[src/rtl/axi_stream_upsizer_pkg.sv]
// rtl/axi_stream_upsizer_pkg.sv - shared width helpers and packing state type for the upsizer
package axi_stream_upsizer_pkg;

  typedef enum logic {
    PACK_EMPTY,
    PACK_PARTIAL
  } packState_e;

  function automatic int clog2(input int value);
    int result = 0;
    for (int i = 0; i < 31; i++) begin
      if ((1 << i) < value) result = i + 1;
    end
    return result;
  endfunction

  function automatic int keepWidth(input int width);
    return width / 8;
  endfunction

  function automatic bit isPow2(input int value);
    return (value > 0) && ((value & (value - 1)) == 0);
  endfunction

endpackage

[src/rtl/axi_stream_sync_fifo.sv]
// rtl/axi_stream_sync_fifo.sv - single-clock FIFO with full/empty/level, async active-low reset
module axi_stream_sync_fifo
  import axi_stream_upsizer_pkg::*;
#(
  parameter int WIDTH = 73,
  parameter int DEPTH = 16
) (
  input  logic                   clk,
  input  logic                   resetN,
  input  logic                   wrEn,
  input  logic [WIDTH-1:0]       wrData,
  input  logic                   rdEn,
  output logic [WIDTH-1:0]       rdData,
  output logic                   full,
  output logic                   empty,
  output logic [clog2(DEPTH):0]  level
);

  localparam int PTR_W   = clog2(DEPTH);
  localparam int LEVEL_W = PTR_W + 1;

  logic [WIDTH-1:0]   mem [DEPTH];
  logic [PTR_W-1:0]   wrPtr;
  logic [PTR_W-1:0]   rdPtr;
  logic [LEVEL_W-1:0] levelReg;
  logic               doWrite;
  logic               doRead;

  assign full    = (levelReg == LEVEL_W'(DEPTH));
  assign empty   = (levelReg == '0);
  assign level   = levelReg;
  assign doWrite = wrEn & ~full;
  assign doRead  = rdEn & ~empty;

  // Read data is forced to zero when empty so reset never exposes stale storage.
  assign rdData = empty ? '0 : mem[rdPtr];

  always_ff @(posedge clk or negedge resetN) begin
    if (!resetN) begin
      wrPtr    <= '0;
      rdPtr    <= '0;
      levelReg <= '0;
    end else begin
      if (doWrite) wrPtr <= wrPtr + PTR_W'(1);
      if (doRead)  rdPtr <= rdPtr + PTR_W'(1);
      case ({doWrite, doRead})
        2'b10:   levelReg <= levelReg + LEVEL_W'(1);
        2'b01:   levelReg <= levelReg - LEVEL_W'(1);
        default: levelReg <= levelReg;
      endcase
    end
  end

  always_ff @(posedge clk) begin
    if (doWrite) mem[wrPtr] <= wrData;
  end

endmodule

[src/rtl/axi_stream_upsizer.sv]
// rtl/axi_stream_upsizer.sv - packs RATIO narrow stream beats into one wide word, with tlast and idle-timeout flush
module axi_stream_upsizer
  import axi_stream_upsizer_pkg::*;
#(
  parameter int IN_WIDTH      = 32,
  parameter int RATIO         = 2,
  parameter int FIFO_DEPTH    = 16,
  parameter int FLUSH_TIMEOUT = 0
) (
  input  logic                          clk,
  input  logic                          resetN,
  input  logic [IN_WIDTH-1:0]           sAxiStreamTdata,
  input  logic [IN_WIDTH/8-1:0]         sAxiStreamTkeep,
  input  logic                          sAxiStreamTlast,
  input  logic                          sAxiStreamTvalid,
  output logic                          sAxiStreamTready,
  output logic [IN_WIDTH*RATIO-1:0]     mAxiStreamTdata,
  output logic [IN_WIDTH*RATIO/8-1:0]   mAxiStreamTkeep,
  output logic                          mAxiStreamTlast,
  output logic                          mAxiStreamTvalid,
  input  logic                          mAxiStreamTready,
  output logic [clog2(FIFO_DEPTH):0]    fifoLevel,
  output logic [15:0]                   flushCount
);

  localparam int OUT_WIDTH = IN_WIDTH * RATIO;
  localparam int IN_KEEP   = keepWidth(IN_WIDTH);
  localparam int OUT_KEEP  = keepWidth(OUT_WIDTH);
  localparam int LANE_W    = clog2(RATIO);
  localparam int FIFO_W    = OUT_WIDTH + OUT_KEEP + 1;
  localparam int CNT_W     = (FLUSH_TIMEOUT > 1) ? clog2(FLUSH_TIMEOUT) : 1;
  localparam int TO_MAX    = (FLUSH_TIMEOUT > 0) ? FLUSH_TIMEOUT - 1 : 0;

  if ((IN_WIDTH % 8 != 0) || !isPow2(RATIO) || (RATIO < 2) || (RATIO > 8) ||
      (FIFO_DEPTH < 2) || !isPow2(FIFO_DEPTH)) begin : gParamCheck
    $error("axi_stream_upsizer: illegal IN_WIDTH/RATIO/FIFO_DEPTH combination");
  end

  packState_e          state;
  packState_e          stateNext;
  logic [LANE_W-1:0]   laneIdx;
  logic [OUT_WIDTH-1:0] accData;
  logic [OUT_WIDTH-1:0] wordData;
  logic [OUT_KEEP-1:0] accKeep;
  logic [OUT_KEEP-1:0] wordKeep;
  logic [CNT_W-1:0]    idleCnt;
  logic                readyEn;
  logic                accept;
  logic                complete;
  logic                flushFire;
  logic                fifoWrEn;
  logic                fifoFull;
  logic                fifoEmpty;
  logic [FIFO_W-1:0]   fifoDout;

  // Ready comes only from registered state, so it is low in reset and rises one edge later.
  assign sAxiStreamTready = readyEn & ~fifoFull;
  assign accept           = sAxiStreamTvalid & sAxiStreamTready;
  assign complete         = accept & ((laneIdx == LANE_W'(RATIO - 1)) | sAxiStreamTlast);

  // Fires during the FLUSH_TIMEOUT-th consecutive idle cycle of a partial word.
  if (FLUSH_TIMEOUT > 0) begin : gFlush
    assign flushFire = (state == PACK_PARTIAL) & ~accept & ~fifoFull &
                       (idleCnt == CNT_W'(TO_MAX));
  end else begin : gNoFlush
    assign flushFire = 1'b0;
  end

  assign fifoWrEn = complete | flushFire;

  always_comb begin
    wordData = accData;
    wordKeep = accKeep;
    for (int j = 0; j < RATIO; j++) begin
      if (accept && (laneIdx == LANE_W'(j))) begin
        wordData[j*IN_WIDTH +: IN_WIDTH] = sAxiStreamTdata;
        wordKeep[j*IN_KEEP +: IN_KEEP]   = sAxiStreamTkeep;
      end
    end
  end

  always_comb begin
    stateNext = state;
    if (fifoWrEn) begin
      stateNext = PACK_EMPTY;
    end else if (accept) begin
      stateNext = PACK_PARTIAL;
    end
  end

  always_ff @(posedge clk or negedge resetN) begin
    if (!resetN) begin
      state      <= PACK_EMPTY;
      readyEn    <= 1'b0;
      laneIdx    <= '0;
      accData    <= '0;
      accKeep    <= '0;
      idleCnt    <= '0;
      flushCount <= '0;
    end else begin
      state   <= stateNext;
      readyEn <= 1'b1;
      if (fifoWrEn) begin
        laneIdx <= '0;
        accData <= '0;
        accKeep <= '0;
      end else if (accept) begin
        laneIdx <= laneIdx + LANE_W'(1);
        accData <= wordData;
        accKeep <= wordKeep;
      end
      if ((FLUSH_TIMEOUT == 0) || (state == PACK_EMPTY) || accept || flushFire) begin
        idleCnt <= '0;
      end else if (idleCnt != CNT_W'(TO_MAX)) begin
        idleCnt <= idleCnt + CNT_W'(1);
      end
      if (flushFire && (flushCount != 16'hFFFF)) begin
        flushCount <= flushCount + 16'd1;
      end
    end
  end

  axi_stream_sync_fifo #(
    .WIDTH (FIFO_W),
    .DEPTH (FIFO_DEPTH)
  ) uFifo (
    .clk    (clk),
    .resetN (resetN),
    .wrEn   (fifoWrEn),
    .wrData ({complete & sAxiStreamTlast, wordKeep, wordData}),
    .rdEn   (mAxiStreamTready),
    .rdData (fifoDout),
    .full   (fifoFull),
    .empty  (fifoEmpty),
    .level  (fifoLevel)
  );

  assign mAxiStreamTvalid = ~fifoEmpty;
  assign {mAxiStreamTlast, mAxiStreamTkeep, mAxiStreamTdata} = fifoDout;

endmodule

[config.mk]
export PLATFORM = sky130hd
export DESIGN_NAME = axi_stream_upsizer
export DESIGN_NICKNAME = d
export VERILOG_FILES = /design/src/rtl/axi_stream_upsizer_pkg.sv /design/src/rtl/axi_stream_sync_fifo.sv /design/src/rtl/axi_stream_upsizer.sv
export SDC_FILE = /design/constraint.sdc
export NUM_CORES = 1
export LEC_CHECK = 0
export ABC_CLOCK_PERIOD_IN_PS = 8650
export CORE_ASPECT_RATIO = 0.5
export CORE_MARGIN = 8
export CORE_UTILIZATION = 30
export DETAILED_ROUTE_END_ITERATION = 16
export PLACE_DENSITY_LB_ADDON = 0.1
export SLEW_MARGIN = 20
export SYNTH_ARGS = -nofsm -noshare
export SYNTH_HDL_FRONTEND = slang
export SYNTH_HIERARCHICAL = 1
export SYNTH_SLANG_ARGS = --single-unit
[constraint.sdc]
create_clock -name clk -period 8.65 [get_ports clk]
set_input_delay 1.73 -clock clk [delete_from_list [all_inputs] [get_ports clk]]
set_output_delay 1.73 -clock clk [all_outputs]
set_load 0.03 [all_outputs]
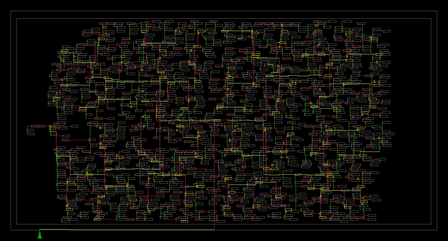
Fig. 1. Clock nets (run 1).
Setup Skew: 0.0174 ns
flip-flops: 1255
# clk buffers: 154
Clk Latency, worst-skew pair: 0.72 ns

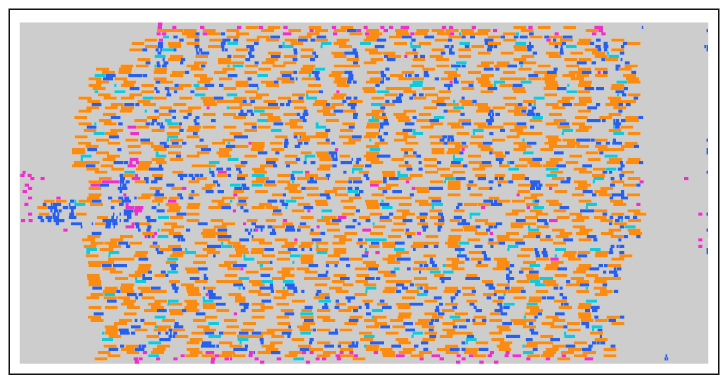
Fig. 2. Cell classes on the final placement (run 1).
Fill, decap, tap and diode cells in gray.
Key: remaining buffers and delay cells = magenta [cells 172, share of their area 3.3%]; sequential cells = orange [cells 1255, share of their area 67%]; clock drivers and dummy loads = cyan [cells 229, share of their area 6.9%]; combinational and other logic = blue [cells 1105, share of their area 23%]

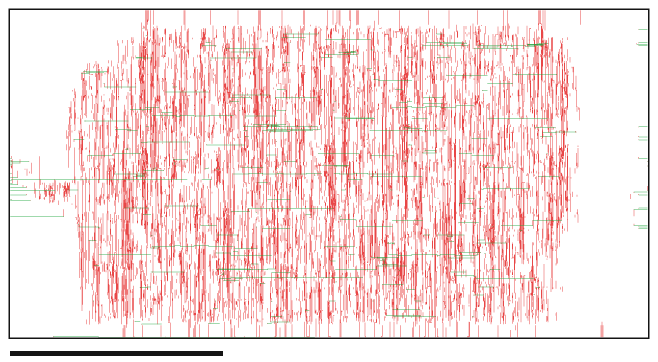
Fig. 3. Routed metal, one color a layer (run 1).
The bar under the picture is 200 µm long. Two of the layers only.
Key: metal 2 = red [wire length 67.3 mm]; metal 3 = green [wire length 5100 µm]
Routed wire per std cell: 28.9 µm
routed wire length: 145000 µm
GRT Overall Usage: 0.156
DR vias: 25000

[run 1: logic make-up (layout without fill, tap and decap cells)]
logic type                 count (synthesis)  count (layout)  synth area share
xor gates and xnor gates                  10              10           0.00172
DFF                                     1255            1255             0.733
muxes                                    639             639             0.178
buffers and inverters                    191             409            0.0246
other                                      2              18          0.000148
and+or+nand+nor                          121             121            0.0147
AOI/OAI and AO/OA                        301             301            0.0457
adders and majority gates                  9               9           0.00222
[run 1: critical path: cells and delay by family, from the launching register on]
kind            cells  cell delay, ns
buf+inv             3            1.95
flops               1            0.74
mux                 2            0.81
compound gates      1            0.13
[run 1: registers in the layout, summed over array words and instances, names as in the netlist]
name,cells
accData,64
uFifo/mem,1168
laneIdx,1
readyEn,1
uFifo/rdPtr,4
uFifo/wrPtr,4
uFifo/level,5
accKeep,8
[run 1: worst paths after layout]
check / start / endpoint / cells past startpoint
worst max-delay path: uFifo/rdPtr[1]$_DFFE_PN0P_ / mAxiStreamTkeep[7] / 6
worst min-delay path: accData[22]$_DFFE_PN0P_ / accData[22]$_DFFE_PN0P_ / 1
worst max register to register: uFifo/level[2]$_DFFE_PN0P_ / uFifo/mem[2][25]$_DFFE_PP_ / 9
worst min register to register: accData[22]$_DFFE_PN0P_ / accData[22]$_DFFE_PN0P_ / 1
max in group asynchronous: resetN / uFifo/rdPtr[2]$_DFFE_PN0P_ / 2
min in group asynchronous: resetN / uFifo/level[1]$_DFFE_PN0P_ / 1
[run 1: power groups by stage]
stage	Sequential [mW]	Combinational, mW	Clock [mW]
2_1_floorplan	7.33	4.59	0
3_3_place_gp	7.47	6.84	0
3_5_place_dp	7.48	6.83	0
4_1_cts	7.35	6.84	5.41
5_1_grt	7.38	7.08	5.62
6_report	7.35	6.66	5.25
==> flow_summary.toml, run 1 <==
# synthesis and place-and-route metrics
[sta]
grt_setup_unrepaired = "no"
finalSetupViolCount = 0
max_freq_ghz = 0.152

[yosys]
synth.distinct_cells = 65
area_leaders = "edfxtp_1 69%, mux4_2 7.8%, mux2_2 4.7%"
synth.avg_cell_area_um2 = 20.1
ys_seq_elements = 1255
top_cell_area_share = 0.690

[global_route]
use_met1 = 0.226
busiest_layer = "met2"

[min_path]
min_path_type = "reg -> reg"

[status]
outcome = "completed"

[pwr]
seq_power_share = 0.382

[layout]
inv_count = 8
final_cell_mix = "1168 x edfxtp_1, 213 x mux2_2, 212 x mux2i_1"
sh_seq_area = 0.639
instances_no_fill = 5030
comb_area_mm2 = 0.0125
logic_gate_count = 1097
diodes = 1
final_util = 0.348
fin_nets = 2705
clkCellAreaFrac = 0.0661

[clock_network]
cts_root_buf = "clkbuf_16"
path_clk_slew_ns = 0.06
cts.sink_count = 1255

[routing]
wl_met2_um = 67300

[critical_path]
crit_chain = "buf_12 -> buf_4 -> mux4_2 -> mux2i_1 -> o32ai_1 -> clkdlybuf4s50_1"
worstPathMaxFanout = 98
startpoint_type = "register"

[floorplanning]
taps = 2268

[placed_design]
io_buffers = 120
Fig. 4: run 1, routed clock nets over the placement
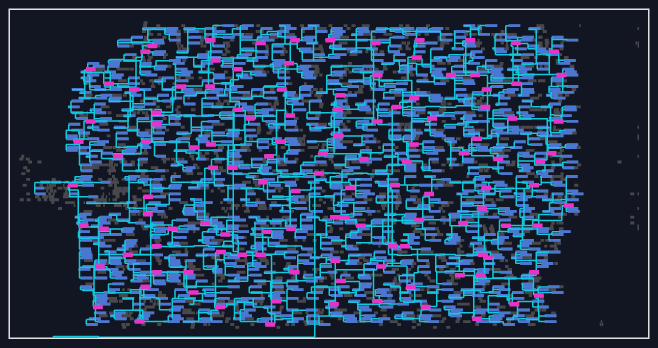

--- run 2 (diff from run 1) ---
--- a/config.mk
+++ b/config.mk
@@ -5,7 +5,7 @@
 export SDC_FILE = /design/constraint.sdc
 export NUM_CORES = 1
 export LEC_CHECK = 0
-export ABC_CLOCK_PERIOD_IN_PS = 8650
+export ABC_CLOCK_PERIOD_IN_PS = 5900
 export CORE_ASPECT_RATIO = 0.5
 export CORE_MARGIN = 8
 export CORE_UTILIZATION = 30
==> constraint.sdc (replaced) <==
create_clock -name clk -period 5.9 [get_ports clk]
set_input_delay 1.18 -clock clk [delete_from_list [all_inputs] [get_ports clk]]
set_output_delay 1.18 -clock clk [all_outputs]
set_load 0.03 [all_outputs]
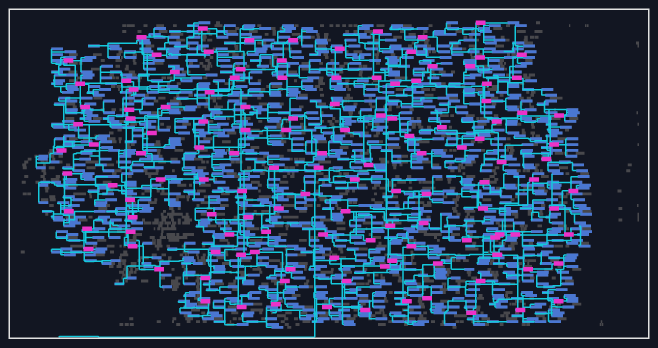
Fig. 5. Routed clock nets over the placement (run 2).
Key: clock wires = cyan [length 17000 µm]; flip-flops = blue [count 1255]; clock drivers = magenta [count 130]
There are 131 routed clock nets. Position of the flops: spread over the die.
Setup Skew: 0.0312 ns
Clk power: 8.10 mW
Clock power frac: 0.280
Clk Latency, worst-skew pair: 0.75 ns

==> flow_summary.toml, run 2 <==
# synthesis and place-and-route metrics
[pwr]
pg_comb_mw = 10.1
pg_seq_mw = 10.7
seq_power_share = 0.371
power_top_consumer = "registers"

[layout]
reg_top3 = "uFifo/mem: 1168 flops, accData: 64 flops, accKeep: 8 flops"
final_util = 0.352
largest_register_ffs = 1168
regArea_mm2 = 0.0373
fin_nets = 2745
comb_area_mm2 = 0.0126
top_register = "uFifo/mem"
instances_no_fill = 5070
final_cell_mix = "1168 x edfxtp_1, 213 x mux2_2, 212 x mux2i_1"

[critical_path]
crit_arrival_ns = 4.08
startpoint_type = "register"
critPathLaunch = "uFifo/level[4]$_DFFE_PN0P_"
worstPathMaxFanout = 20
reg2reg_depth = 12
timing.rr.start = "uFifo/level[2]$_DFFE_PN0P_"

[sta]
max_freq_ghz = 0.190
grt_setup_unrepaired = "no"
finalSetupViolCount = 0
period_used_share = 0.892

[placed_design]
dp.cells = 4831
io_buffers = 120
hpwl_um = 80500

[yosys]
synth.avg_cell_area_um2 = 20.1
top_cell_area_share = 0.690
yosysSeqAreaShare = 0.733
area_leaders = "edfxtp_1 69%, mux4_2 7.8%, mux2_2 4.7%"
synth.distinct_cells = 65
ys_seq_elements = 1255

[clock_network]
path_clk_slew_ns = 0.06
cts_root_buf = "clkbuf_16"
cts.sink_count = 1255

[routing]
num_vias = 25200
routed_wl_um = 148000
wire_per_inst_um = 29.3

[min_path]
min_path_type = "in -> async"

[global_route]
track_usage = 0.159
grt_pass1_vias = 26800

[status]
outcome = "completed"
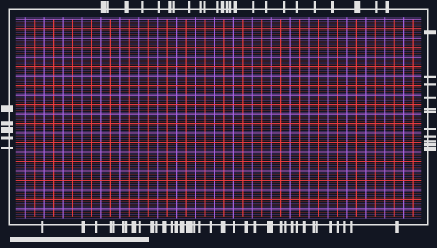
Fig. 6. Floorplan with the power grid (run 2).
The bar under the picture is 200 µm long. Pins as bars on the die edge.
Key: VDD = red; VSS = purple
The core has 106 rows. 107 met1 rails follow the rows. 42 straps on met4. 137 signal pins sit on the boundary.
die y size: 307 µm
worst vdd ir: 0.323 mV

-- run 2: cell counts after synthesis --
Identical to the previous run, type by type.
-- run 2: per-layer routing --
layer,share of wire,vias up,routed length [µm],global-route usage
li1,-,10800,-,-
met3,0.033,182,4910,0.0220
met1,0.47,13800,70300,0.224
met4,0.016,2,2440,0.0356
met5,0.000067,-,10,0
met2,0.48,483,70800,0.261
-- run 2: worst paths after layout --
| path | to | slack (ns) |
|---|---|---|
| worst max-delay path | mAxiStreamTkeep[3] | 0.64 |
| worst max register to register | uFifo/level[4]$_DFFE_PN0P_ | 1.89 |
| min in group clk | accData[22]$_DFFE_PN0P_ | 0.49 |
| worst min-delay path | accData[60]$_DFFE_PN0P_ | 0.46 |
| worst min register to register | accData[22]$_DFFE_PN0P_ | 0.49 |
| max in group asynchronous | accData[46]$_DFFE_PN0P_ | 4.09 |
-- run 2: worst max-delay path, cell delays in order (launching register included) --
cell,delay (ns)
dfrtp_1,0.65
nand2b_2,0.34
nand2b_4,0.42
buf_4,0.39
o32ai_1,0.71
clkdlybuf4s50_1,0.82
-- run 2: cell families (layout without fill, tap and decap cells) --
kind of cell               after synthesis  count (layout)  synth area share
DFF                                   1255            1255             0.733
muxes                                  639             639             0.178
AOI/OAI and AO/OA                      301             301            0.0457
buffers and inverters                  191             448            0.0246
and+or+nand+nor                        121             121            0.0147
xor gates and xnor gates                10              10           0.00172
adders and majority gates                9               9           0.00222
other                                    2              19          0.000148
-- run 2: final cells by class --
cell class              instances  area share
clock buffers                 192      0.0617
clock inverters                45     0.00795
diodes                          2   0.0000848
well taps                    2268      0.0481
inverters                       8    0.000509
multi-input cells            1097       0.213
repair buffers                203      0.0378
flip-flops and latches       1255       0.631
Fig. 7: run 2, clock nets
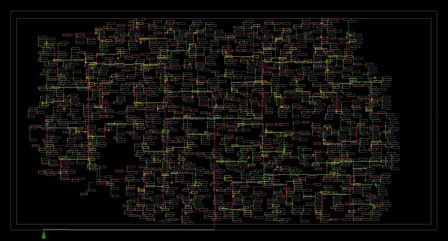

--- run 3 (diff from run 2) ---
--- a/config.mk
+++ b/config.mk
@@ -10,6 +10,7 @@
 export CORE_MARGIN = 8
 export CORE_UTILIZATION = 30
 export DETAILED_ROUTE_END_ITERATION = 16
+export GPL_TIMING_DRIVEN = 0
 export PLACE_DENSITY_LB_ADDON = 0.1
 export SLEW_MARGIN = 20
 export SYNTH_ARGS = -nofsm -noshare
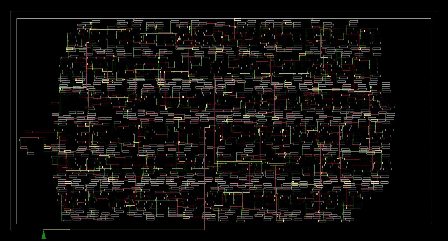
Fig. 8. Clock nets (run 3).
TritonCTS Buffers: 119
Clk power: 7.49 mW
Setup Skew: 0.0266 ns

==> flow_summary.toml, run 3 <==
# synthesis and place-and-route metrics
[critical_path]
worstPathMaxFanout = 10
crit_chain = "buf_6 -> nand2_1 -> buf_2 -> clkbuf_1 -> o32ai_1 -> o32ai_1 -> clkdlybuf4s50_1"
r2r_end = "uFifo/mem[12][44]$_DFFE_PP_"
crit_family = "buffers and inverters"
path_common_cell = "o32ai_1"
rrSetupSlack_ns = 1.19
max_stage_delay_ns = 0.82
startpoint_type = "register"

[routing]
wire_per_inst_um = 30.6

[layout]
fin_nets = 2930
final_util = 0.362
diodes = 0
top_register = "uFifo/mem"

[yosys]
netlist_logic_family_top = "multiplexers"
ys_seq_elements = 1255
synthAdderAreaFrac = 0.00222
synth.distinct_cells = 65

[status]
outcome = "completed"

[clock_network]
path_clk_slew_ns = 0.07
cts.sink_count = 1255
cts_root_buf = "clkbuf_16"
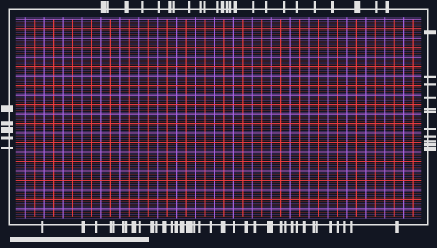
Fig. 9. Floorplan with the power grid (run 3).
The bar under the picture is 200 µm long. Pins as bars on the die edge.
Key: VSS = purple; VDD = red
107 met1 rails follow the rows. 42 straps on met4. 137 signal pins sit on the boundary. 21 straps on met5.

[run 3: cell counts after synthesis]
Identical to the previous run, type by type.
[run 3: final cells by class]
| class | instances | area (µm²) |
|---|---|---|
| Fill cell | 15600 | 107000 |
| Clock buffer | 155 | 3180 |
| Clock inverter | 64 | 508 |
| Multi-Input combinational cell | 1097 | 12500 |
| Timing Repair Buffer | 216 | 3140 |
| Sequential cell | 1255 | 37300 |
| Inverter | 8 | 30.0 |
| Buffer | 183 | 1220 |
| Tap cell | 2268 | 2840 |
[run 3: power breakdown]
part,internal (mW),switching [mW],total [mW],leakage [nW]
clock,4.08,3.41,7.49,1.80
sequential,10.4,0.126,10.5,11.9
combinational,4.29,7.13,11.4,6.47
total,18.8,10.7,29.4,20.2
[run 3: worst max path at each step]
| stage | endpoint | from | cells past startpoint |
|---|---|---|---|
| after floorplan | uFifo/mem[15][0]$_DFFE_PP_ | sAxiStreamTvalid | 7 |
| after global placement | uFifo/mem[8][14]$_DFFE_PP_ | sAxiStreamTvalid | 8 |
| after detailed placement | uFifo/mem[12][13]$_DFFE_PP_ | sAxiStreamTvalid | 12 |
| after CTS | mAxiStreamTdata[20] | uFifo/rdPtr[1]$_DFFE_PN0P_ | 7 |
| after global routing | mAxiStreamTdata[17] | uFifo/rdPtr[1]$_DFFE_PN0P_ | 7 |
| final | mAxiStreamTdata[17] | uFifo/rdPtr[1]$_DFFE_PN0P_ | 7 |
[run 3: layer usage]
metal	track usage	up-vias	wire length [µm]
met3	0.0248	174	7000
li1	-	11200	-
met5	0	-	48
met4	0.0301	8	2750
met1	0.256	14300	77700
met2	0.270	628	73000
Power figures rest on the tool's default switching activity, not on a simulated workload.
